### src/rtl/fma_arbiter_if.sv
// fma_arbiter_if: requester, response and shared-datapath signals of fma_arbiter.
interface fma_arbiter_if;
  logic req0_valid, req1_valid, req0_ready, req1_ready;
  logic [15:0] req0_a, req0_b, req0_c, req1_a, req1_b, req1_c;
  logic [15:0] fma_a, fma_b, fma_c, fma_result;
  logic rsp0_valid, rsp1_valid, rsp0_ready, rsp1_ready;
  logic [15:0] rsp_data, disp_value;
  logic busy;
  logic [7:0] done_count;
  modport slave (
    input req0_valid, req1_valid, req0_a, req0_b, req0_c, req1_a, req1_b, req1_c,
    input fma_result, rsp0_ready, rsp1_ready,
    output req0_ready, req1_ready, fma_a, fma_b, fma_c,
    output rsp0_valid, rsp1_valid, rsp_data, busy, disp_value, done_count
  );
  modport master (
    output req0_valid, req1_valid, req0_a, req0_b, req0_c, req1_a, req1_b, req1_c,
    output fma_result, rsp0_ready, rsp1_ready,
    input req0_ready, req1_ready, fma_a, fma_b, fma_c,
    input rsp0_valid, rsp1_valid, rsp_data, busy, disp_value, done_count
  );
endinterface

### src/rtl/fma_arbiter.sv
// fma_arbiter: round-robin sharing of one combinational bf16 FMA datapath between two requesters.
module fma_arbiter #(
  parameter int LAT = 1
) (
  input logic clk,
  input logic reset,
  fma_arbiter_if.slave bus
);
  typedef enum logic [1:0] {IDLE, WAIT, RESP} state_t;
  state_t state, nxt;
  logic owner, ptr, grant1, accept, consume;
  logic [3:0] cnt;
  // requester 1 wins when alone, or when both ask and it holds priority
  assign grant1 = bus.req1_valid & (~bus.req0_valid | ptr);
  assign accept = (state == IDLE) & (bus.req0_valid | bus.req1_valid);
  assign consume = (state == RESP) & (owner ? bus.rsp1_ready : bus.rsp0_ready);
  always_ff @(posedge clk or posedge reset)
    if (reset) state <= IDLE;
    else state <= nxt;
  always_comb begin
    nxt = state;
    case (state)
      IDLE: nxt = accept ? WAIT : IDLE;
      WAIT: nxt = (cnt == 4'd1) ? RESP : WAIT;
      RESP: nxt = consume ? IDLE : RESP;
      default: nxt = IDLE;
    endcase
  end
  always_comb begin
    bus.req0_ready = (state == IDLE) & bus.req0_valid & ~grant1;
    bus.req1_ready = (state == IDLE) & grant1;
    bus.rsp0_valid = (state == RESP) & ~owner;
    bus.rsp1_valid = (state == RESP) & owner;
    bus.busy = state != IDLE;
  end
  always_ff @(posedge clk or posedge reset)
    if (reset) begin
      owner <= 1'b0;
      ptr <= 1'b0;
      cnt <= 4'd0;
      bus.fma_a <= 16'd0;
      bus.fma_b <= 16'd0;
      bus.fma_c <= 16'd0;
      bus.rsp_data <= 16'd0;
      bus.disp_value <= 16'd0;
      bus.done_count <= 8'd0;
    end else begin
      if (accept) begin
        owner <= grant1;
        cnt <= 4'(LAT);
        bus.fma_a <= grant1 ? bus.req1_a : bus.req0_a;
        bus.fma_b <= grant1 ? bus.req1_b : bus.req0_b;
        bus.fma_c <= grant1 ? bus.req1_c : bus.req0_c;
      end
      if (state == WAIT) begin
        cnt <= cnt - 4'd1;
        if (cnt == 4'd1) bus.rsp_data <= bus.fma_result;
      end
      if (consume) begin
        bus.disp_value <= bus.rsp_data;
        bus.done_count <= bus.done_count + 8'd1;
        ptr <= ~owner;
      end
    end
endmodule

### src/flat_wrapper.sv
// flat-port wrapper written by rule: the top's interface ports become plain ports
module fma_arbiter_flat 
#(
  parameter int LAT = 1
)
  (clk, reset, bus_req0_valid, bus_req1_valid, bus_req0_a, bus_req0_b, bus_req0_c, bus_req1_a, bus_req1_b, bus_req1_c, bus_fma_result, bus_rsp0_ready, bus_rsp1_ready, bus_req0_ready, bus_req1_ready, bus_fma_a, bus_fma_b, bus_fma_c, bus_rsp0_valid, bus_rsp1_valid, bus_rsp_data, bus_busy, bus_disp_value, bus_done_count);
  fma_arbiter_if bus_i ();
  input logic clk;
  input logic reset;
  input wire logic [$bits(bus_i.req0_valid)-1:0] bus_req0_valid;
  input wire logic [$bits(bus_i.req1_valid)-1:0] bus_req1_valid;
  input wire logic [$bits(bus_i.req0_a)-1:0] bus_req0_a;
  input wire logic [$bits(bus_i.req0_b)-1:0] bus_req0_b;
  input wire logic [$bits(bus_i.req0_c)-1:0] bus_req0_c;
  input wire logic [$bits(bus_i.req1_a)-1:0] bus_req1_a;
  input wire logic [$bits(bus_i.req1_b)-1:0] bus_req1_b;
  input wire logic [$bits(bus_i.req1_c)-1:0] bus_req1_c;
  input wire logic [$bits(bus_i.fma_result)-1:0] bus_fma_result;
  input wire logic [$bits(bus_i.rsp0_ready)-1:0] bus_rsp0_ready;
  input wire logic [$bits(bus_i.rsp1_ready)-1:0] bus_rsp1_ready;
  output wire logic [$bits(bus_i.req0_ready)-1:0] bus_req0_ready;
  output wire logic [$bits(bus_i.req1_ready)-1:0] bus_req1_ready;
  output wire logic [$bits(bus_i.fma_a)-1:0] bus_fma_a;
  output wire logic [$bits(bus_i.fma_b)-1:0] bus_fma_b;
  output wire logic [$bits(bus_i.fma_c)-1:0] bus_fma_c;
  output wire logic [$bits(bus_i.rsp0_valid)-1:0] bus_rsp0_valid;
  output wire logic [$bits(bus_i.rsp1_valid)-1:0] bus_rsp1_valid;
  output wire logic [$bits(bus_i.rsp_data)-1:0] bus_rsp_data;
  output wire logic [$bits(bus_i.busy)-1:0] bus_busy;
  output wire logic [$bits(bus_i.disp_value)-1:0] bus_disp_value;
  output wire logic [$bits(bus_i.done_count)-1:0] bus_done_count;
  assign bus_i.req0_valid = bus_req0_valid;
  assign bus_i.req1_valid = bus_req1_valid;
  assign bus_i.req0_a = bus_req0_a;
  assign bus_i.req0_b = bus_req0_b;
  assign bus_i.req0_c = bus_req0_c;
  assign bus_i.req1_a = bus_req1_a;
  assign bus_i.req1_b = bus_req1_b;
  assign bus_i.req1_c = bus_req1_c;
  assign bus_i.fma_result = bus_fma_result;
  assign bus_i.rsp0_ready = bus_rsp0_ready;
  assign bus_i.rsp1_ready = bus_rsp1_ready;
  assign bus_req0_ready = bus_i.req0_ready;
  assign bus_req1_ready = bus_i.req1_ready;
  assign bus_fma_a = bus_i.fma_a;
  assign bus_fma_b = bus_i.fma_b;
  assign bus_fma_c = bus_i.fma_c;
  assign bus_rsp0_valid = bus_i.rsp0_valid;
  assign bus_rsp1_valid = bus_i.rsp1_valid;
  assign bus_rsp_data = bus_i.rsp_data;
  assign bus_busy = bus_i.busy;
  assign bus_disp_value = bus_i.disp_value;
  assign bus_done_count = bus_i.done_count;
  fma_arbiter #(.LAT(LAT)) u_core (.clk(clk), .reset(reset), .bus(bus_i));
endmodule
### config.mk
export PLATFORM = sky130hd
export DESIGN_NAME = fma_arbiter_flat
export DESIGN_NICKNAME = d
export VERILOG_FILES = /design/src/rtl/fma_arbiter_if.sv /design/src/rtl/fma_arbiter.sv /design/src/flat_wrapper.sv
export SDC_FILE = /design/constraint.sdc
export NUM_CORES = 1
export LEC_CHECK = 0
export ABC_AREA = 1
export CORE_ASPECT_RATIO = 1.4
export CORE_UTILIZATION = 44
export CTS_BUF_LIST = sky130_fd_sc_hd__clkbuf_4 sky130_fd_sc_hd__clkbuf_8 sky130_fd_sc_hd__clkbuf_16
export CTS_CLUSTER_SIZE = 16
export DETAILED_ROUTE_END_ITERATION = 8
export MAX_ROUTING_LAYER = met4
export PLACE_DENSITY = 0.94
export SLEW_MARGIN = 40
export SYNTH_ARGS = -nofsm -noshare
export SYNTH_HDL_FRONTEND = slang
export SYNTH_SLANG_ARGS = --single-unit
### constraint.sdc
create_clock -name clk -period 4.56 [get_ports clk]
set_input_delay 0.912 -clock clk [delete_from_list [all_inputs] [get_ports clk]]
set_output_delay 0.912 -clock clk [all_outputs]
set_load 0.02 [all_outputs]
Figure 1. Sequential cells colored by netlist name (run 1).
Other sequential cells in the stronger gray, the rest of the logic in the fainter gray.
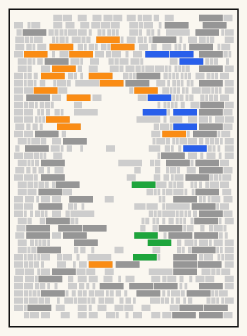
Blue shows `u_core.bus.done_count`, placed flops 8. Orange shows `u_core.bus.fma_b`, placed flops 16. Green shows `u_core.cnt`, placed flops 4, where bottom middle.
Another 68 sequential cells are not colored.
Seq/total area: 0.3597
fin util: 0.7061
Power Sequential: 1.48 mW

Figure 2. M1 wires (run 1).
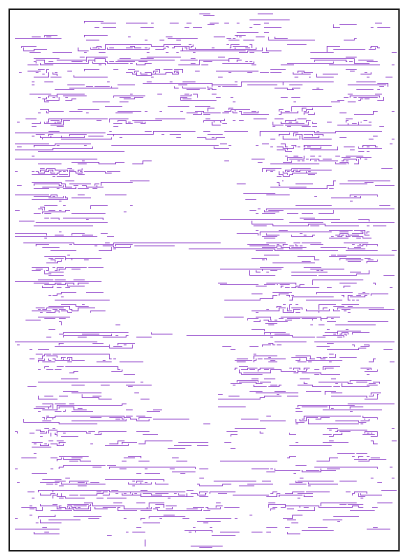
The longest straight run is 28.1 um. The wires run mostly horizontal. 687 nets have wire on it. The layer carries 4540 um of wire.
routed wire length: 12030 um
met1 Resource Use GR: 0.2800
routed via count: 4308

==> Slide: Implementation Results, run 1 <==
Synthesis and Place & Route Summary

Logic synthesis
  – Main area contributors after synthesis: sky130_fd_sc_hd__dfrtp_1, sky130_fd_sc_hd__nand2_1, sky130_fd_sc_hd__a31oi_1
  – Yosys top cell area share: 0.5619
  – Part of the Yosys area used for sequential elements: 0.5619
  – Main kind of combinational logic by area: simple AND/OR/NAND/NOR gates
  – Complex-gate fraction of the synthesized area: 0.1217
  – Most common reg cell: sky130_fd_sc_hd__dfrtp_1
  – Most popular library cell in the synthesized design by count: sky130_fd_sc_hd__nand2_1
  – Syn. warnings: 0
  – Mux contribution to synthesized area: 0

Power and ir drop
  – Leakage power: slightly below 3 nW
  – Clock network fraction of total power: 0.159
  – Switching part of the total power: 0.4031

Place
  – Cell area after placement: between 6000 and 7000 um^2

Worst setup path
  – Setup slack on the worst flop-to-flop path: 2.83 ns
  – Count of cell instances traversed by the critical path: 4
  – Startpoint of the lowest-slack register-to-register path: u_core.state[0]$_DFF_PP0_

Global routing
  – Peak-usage layer in the global routing report: met2
  – Maximum number of pins on one net before global-route repair: about 97
  – Routing usage on met2: 0.4289
  – Tot GR Track Use: 0.2505

Cells and area
  – Clock distribution area overhead in the final layout: 0.04196
  – Synth-to-Final Area Change: 56.22%
  – Most used cells in the layout excluding fill and tap cells: sky130_fd_sc_hd__clkdlybuf4s50_1, sky130_fd_sc_hd__nand2_1, sky130_fd_sc_hd__dfrtp_1
  – Number of combinational gates with multiple inputs: around 340
  – Number of clock buffers in the layout: 11

Floorplan
  – Die area: roughly 10000 um^2
  – Tap cells: about 110
  – Placement Rows: about 42

Timing
  – Total negative setup slack: 0 ns
  – Final count of pins violating max slew: 0
  – Setup repair after global routing missed its margin: no
  – Worst Max-Slew Pin Slew: approximately 0.66 ns
  – Worst hold slack: a little under 0.5 ns
  – Setup ws final: between 1 and 1.5 ns

Clock tree
  – Number of clock buffers inserted by TritonCTS: 9

Drt
  – Detail Route met3 WL: ~970 um
  – WL met2: about 6200 um
  – Routed wire per std cell: between 10 and 15 um

Hold path
  – Type of the tightest min-delay check: flop to flop

Job
  – Max cap viols: 0

Outcome
  – Outcome: complete, no violations
Figure 3. Cell area per tile (run 1).
The die is cut into 9 by 12 equal tiles; white is low, dark blue is high, 0 to 100% covered.
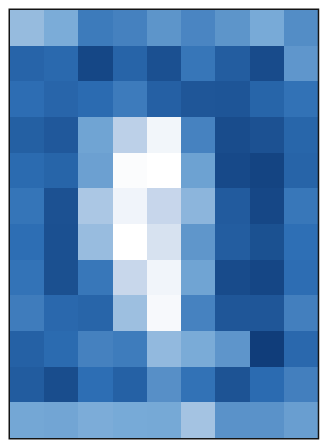
The emptiest ninth of the die: middle. The fullest tile reaches 95%. 2.8% of the tiles are nearly empty. 44% of the tiles are over 75% full. The mean over all tiles is 65%. The densest ninth of the die: right middle.
initial standard-cell utilization of the core: 0.4520
Core Box Area: 9459 um^2

## Run 2: what changed since run 1
Settings changed: CORE_UTILIZATION 44 to 41, PLACE_DENSITY 0.94 to 0.89.
Clock period 4.56 ns to 3.03 ns, I/O delays scaled along.
Figure 4. M1 wires (run 2).
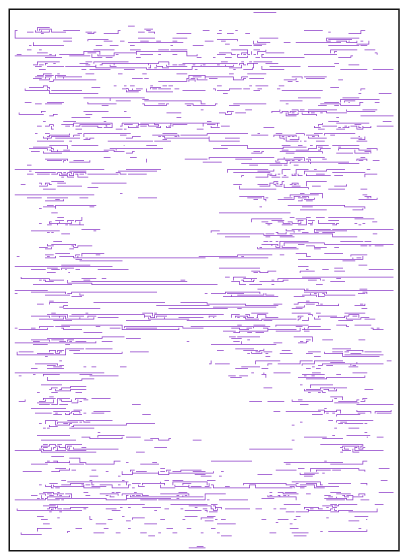
The wires run mostly horizontal. The layer holds 39% of the routed length. 680 nets have wire on it.
routed wire length: 12060 um
routed via count: 4259
met1 Resource Use GR: 0.2679

==> run 2 against run 1 <==
Compared with the run above: via count shrank 1.1%; setup slack got worse by 0.98 ns; sequential share of layout area shrank 0.29 points; non-clock buffer count rose by 2; total power up 50%; area after synthesis unchanged; clock skew up 0.0026 ns; die size is 7.2% higher; sequential power up about 50%; global-route usage shrank 1.8 points; flip-flop count unchanged; critical path type unchanged.
==> Slide: Implementation Results, run 2 <==
Synthesis and Place & Route Summary

Power and ir drop
  – Power Sequential: 2.22 mW (was 1.48 mW)
  – Switching part of the total power: 0.3996 (was 0.4031)
  – Clock network fraction of total power: 0.157 (was 0.159)

Timing
  – Final count of pins violating max slew: 0 (unchanged)
  – Worst Max-Slew Pin Slew: 0.5703 ns (was 0.6582 ns)
  – Setup repair after global routing missed its margin: no (unchanged)
  – Setup ws final: 0.3059 ns (was 1.283 ns)

Place
  – Cell area after placement: 6450 um^2 (was 6392 um^2)

Cells and area
  – Fin util: 0.6728 (was 0.7061)
  – Number of combinational gates with multiple inputs: 337 (unchanged)
  – Most used cells in the layout excluding fill and tap cells: sky130_fd_sc_hd__clkdlybuf4s50_1, sky130_fd_sc_hd__nand2_1, sky130_fd_sc_hd__dfrtp_1 (unchanged)
  – Number of clock buffers in the layout: 11 (unchanged)
  – Clock distribution area overhead in the final layout: 0.04200 (was 0.04196)

Hold path
  – Type of the tightest min-delay check: flop to flop (unchanged)

Clock tree
  – Number of clock buffers inserted by TritonCTS: 9 (unchanged)
  – Number of buffers inserted to repair setup after CTS: 0 (unchanged)

Worst setup path
  – WP data arrival: 2.12 ns (was 2.37 ns)
  – Startpoint of the lowest-slack register-to-register path: u_core.state[0]$_DFF_PP0_ (unchanged)
  – Count of cell instances traversed by the critical path: 4 (unchanged)
  – Kind of critical path: input port to output pin (unchanged)
  – Setup slack on the worst flop-to-flop path: 1.38 ns (was 2.83 ns)

Outcome
  – Outcome: complete, no violations (unchanged)

Drt
  – Detail Route met3 WL: 1038 um (was 970 um)
  – Routed wire per std cell: 14.44 um (was 14.89 um)
  – WL met2: 6055 um (was 6241 um)

Global routing
  – Tot GR Track Use: 0.2322 (was 0.2505)
  – Routing usage on met2: 0.3933 (was 0.4289)
  – Peak-usage layer in the global routing report: met2 (unchanged)

Logic synthesis
  – Most popular library cell in the synthesized design by count: sky130_fd_sc_hd__nand2_1 (unchanged)
  – Most common reg cell: sky130_fd_sc_hd__dfrtp_1 (unchanged)
  – Mux contribution to synthesized area: 0 (unchanged)
  – Complex-gate fraction of the synthesized area: 0.1217 (unchanged)
  – Main area contributors after synthesis: sky130_fd_sc_hd__dfrtp_1, sky130_fd_sc_hd__nand2_1, sky130_fd_sc_hd__a31oi_1 (unchanged)
  – Yosys top cell area share: 0.5619 (unchanged)
  – Syn. warnings: 0 (unchanged)

Floorplan
  – Core Box Area: 10010 um^2 (was 9459 um^2)
  – Initial standard-cell utilization of the core: 0.4272 (was 0.4520)

Job
  – Max cap viols: 0 (unchanged)
Figure 5. Cell placement (run 2).
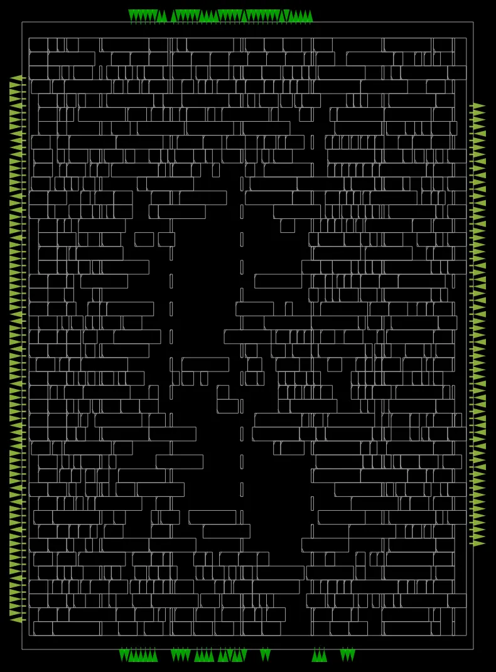
Placement Rows: 43
fillers: 786
Seq/total area: 0.3568
tap cells: 135

## Run 3: what changed since run 2
Settings changed: CORE_MARGIN from default to 4, CTS_CLUSTER_SIZE 16 to 24, RECOVER_POWER from default to 100.
Figure 6. The metal 2 layer (run 3).
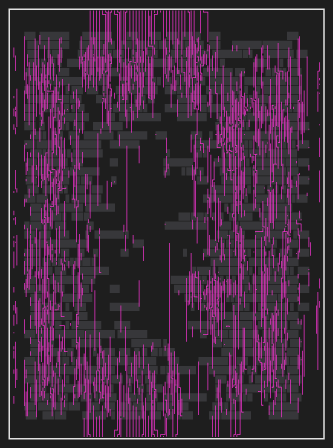
The wires run mostly vertical. 688 nets have wire on it. The longest straight run is 43.5 um. The layer carries 6570 um of wire. The layer holds 50% of the routed length.
routed via count: 4237
routing usage on met2: 0.3788
routed wire length: 13140 um

==> run 3 against run 2 <==
Compared with the run above: the flow now finishes with violations (max-capacitance violations, max-slew violations); register-to-register slack worse by 0.74 ns; total power is 2.7% lower; non-clock buffer count is 2 higher; design area is 0.33% lower; first-iteration DRC count is 23% lower; utilization is 0.58 points lower; sequential share of layout area is 0.12 points higher; clock power hardly changed; count of clock-buffer cells in the layout is 1 higher; critical endpoint unchanged.
==> Slide: Implementation Results, run 3 <==
Synthesis and Place & Route Summary

Worst setup path
  – Critical R2R Capture: u_core.cnt[0]$_DFFE_PP0P_ (was u_core.bus.fma_c[0]$_DFFE_PP0P_)
  – Startpoint of the lowest-slack register-to-register path: u_core.state[0]$_DFF_PP0_ (unchanged)
  – WP data arrival: 2.10 ns (was 2.12 ns)
  – Critical Path, Cell by Cell: clkdlybuf4s50_1 -> inv_1 -> a211oi_1 -> dlygate4sd3_1 (was clkdlybuf4s50_1 -> inv_1 -> a211oi_1 -> clkdlybuf4s50_1)
  – Kind of critical path: input port to output pin (unchanged)
  – Count of cell instances traversed by the critical path: 4 (unchanged)
  – Capturing element type of the critical path: output pin (unchanged)
  – Setup slack on the worst flop-to-flop path: 0.64 ns (was 1.38 ns)
  – Slowest CP cell: sky130_fd_sc_hd__dlygate4sd3_1 (was sky130_fd_sc_hd__clkdlybuf4s50_1)

Timing
  – Setup repair after global routing missed its margin: no (unchanged)
  – Setup ws final: 0.3224 ns (was 0.3059 ns)
  – Worst-case headroom to the max-slew limit: -0.2560 (was 0.6185)
  – Worst hold slack: 0.4793 ns (was 0.4857 ns)
  – Final count of pins violating max slew: 83 (was 0)
  – Total negative setup slack: 0 ns (unchanged)
  – # setup viols final: 0 (unchanged)
  – Worst Max-Slew Pin Slew: 1.881 ns (was 0.5703 ns)

Logic synthesis
  – Simple Share, Synth: 0.2318 (unchanged)
  – Most popular library cell in the synthesized design by count: sky130_fd_sc_hd__nand2_1 (unchanged)
  – Leading area contributor after synthesis: sky130_fd_sc_hd__dfrtp_1 (unchanged)
  – Main area contributors after synthesis: sky130_fd_sc_hd__dfrtp_1, sky130_fd_sc_hd__nand2_1, sky130_fd_sc_hd__a31oi_1 (unchanged)
  – Count of mapped cells out of synthesis: 500 (unchanged)
  – Async set or reset register ratio after synthesis: 1.000 (unchanged)
  – Yosys top cell area share: 0.5619 (unchanged)
  – Post-synthesis cell area: 4275 um^2 (unchanged)
  – Most common reg cell: sky130_fd_sc_hd__dfrtp_1 (unchanged)
  – Part of the Yosys area used for sequential elements: 0.5619 (unchanged)
  – Syn. warnings: 0 (unchanged)
  – Mux contribution to synthesized area: 0 (unchanged)
  – Complex-gate fraction of the synthesized area: 0.1217 (unchanged)
  – Main kind of combinational logic by area: simple AND/OR/NAND/NOR gates (unchanged)
  – Count of library flops with an enable pin: 0 (unchanged)

Job
  – Max cap viols: 2 (was 0)
  – Tool warnings: 27 (unchanged)

Power and ir drop
  – Highest ir drop seen on vdd: 0.4819 mV (was 0.4847 mV)
  – Sw power: 2.714 mW (was 2.687 mW)
  – Group with the largest share of power: combinational cells (unchanged)
  – Power Sequential: 2.21 mW (was 2.22 mW)
  – Clock network fraction of total power: 0.162 (was 0.157)
  – Overall power after layout: 6.543 mW (was 6.724 mW)
  – Power density over the cells: 975.1 nW/um^2 (was 998.7 nW/um^2)
  – Power in the clock group: 1.06 mW (was 1.05 mW)
  – Switching part of the total power: 0.4147 (was 0.3996)
  – Leakage power: 2.974 nW (was 2.940 nW)
  – Power dissipated in combinational cells: 3.28 mW (was 3.44 mW)

Global routing
  – Maximum number of pins on one net before global-route repair: 61 (was 91)
  – Tot GR Track Use: 0.2237 (was 0.2322)
  – Number of antenna violations at the first check in global routing: 0 (unchanged)
  – Wire length of the first global-routing pass: 20560 um (was 18820 um)
  – Global route overflow: 0 (unchanged)
  – Peak-usage layer in the global routing report: met2 (unchanged)
  – Met1 Resource Use GR: 0.2569 (was 0.2679)

Drt
  – Routed wire per std cell: 15.72 um (was 14.44 um)
  – Number of remaining DRC errors: 0 (unchanged)
  – Drt first pass iters: 5 (unchanged)
  – Initial drt markers: 195 (was 253)
  – Top layer reached by signal wires: met4 (unchanged)
  – Post-Route M1 WL: 5100 um (was 4737 um)
  – Post-DR vias/cell: 5.068 (was 5.101)
  – WL met2: 6574 um (was 6055 um)
  – Detail Route met3 WL: 1177 um (was 1038 um)

Floorplan
  – Placement Rows: 43 (unchanged)
  – Die extent in x: 94.31 um (was 88.31 um)
  – Tap cells: 135 (unchanged)
  – Initial standard-cell utilization of the core: 0.4249 (was 0.4272)
  – Die area: 12150 um^2 (was 10850 um^2)

Place
  – Final estimated routing congestion in global placement: 0.8401 (was 0.8580)
  – Cell area after placement: 6477 um^2 (was 6450 um^2)

Cells and area
  – Total of plain and repair buffers excluding clock buffers: 220 (was 218)
  – NonClk Buf Share: 0.3220 (was 0.3222)
  – Synth-to-Final Area Change: 56.95% (was 57.48%)
  – Largest cell class by area: registers (unchanged)
  – Number of nets at the end of the flow: 819 (was 817)
  – Most used cells in the layout excluding fill and tap cells: sky130_fd_sc_hd__clkdlybuf4s50_1, sky130_fd_sc_hd__nand2_1, sky130_fd_sc_hd__dfrtp_1 (unchanged)
  – Number of combinational gates with multiple inputs: 337 (unchanged)
  – Ant diodes: 0 (unchanged)
  – Clock distribution area overhead in the final layout: 0.04121 (was 0.04200)
  – Fillers: 792 (was 786)
  – Fin util: 0.6670 (was 0.6728)
  – Number of clock buffers in the layout: 12 (was 11)

Outcome
  – Violations in the final reports: max-capacitance violations, max-slew violations
  – Outcome: finished, violations left (was complete, no violations)

Hold path
  – Type of the tightest min-delay check: flop to flop (unchanged)
  – Worst Min Path Start: u_core.bus.disp_value[10]$_DFFE_PP0P_ (was u_core.bus.disp_value[8]$_DFFE_PP0P_)

Clock tree
  – Resized cells post-CTS: 0 (unchanged)
  – TritonCTS clock tree: done (unchanged)
  – Number of buffers inserted to repair setup after CTS: 0 (unchanged)
  – Number of clock buffers inserted by TritonCTS: 9 (unchanged)
Figure 7. Cell placement (run 3).
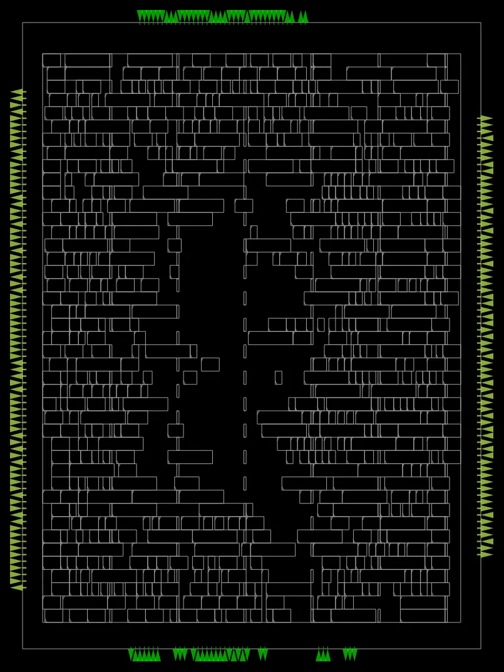
non-filler instance count after layout: 836
Core Box Area: 10060 um^2
Seq/total area: 0.3580

Power is estimated from default activity; no workload was simulated.
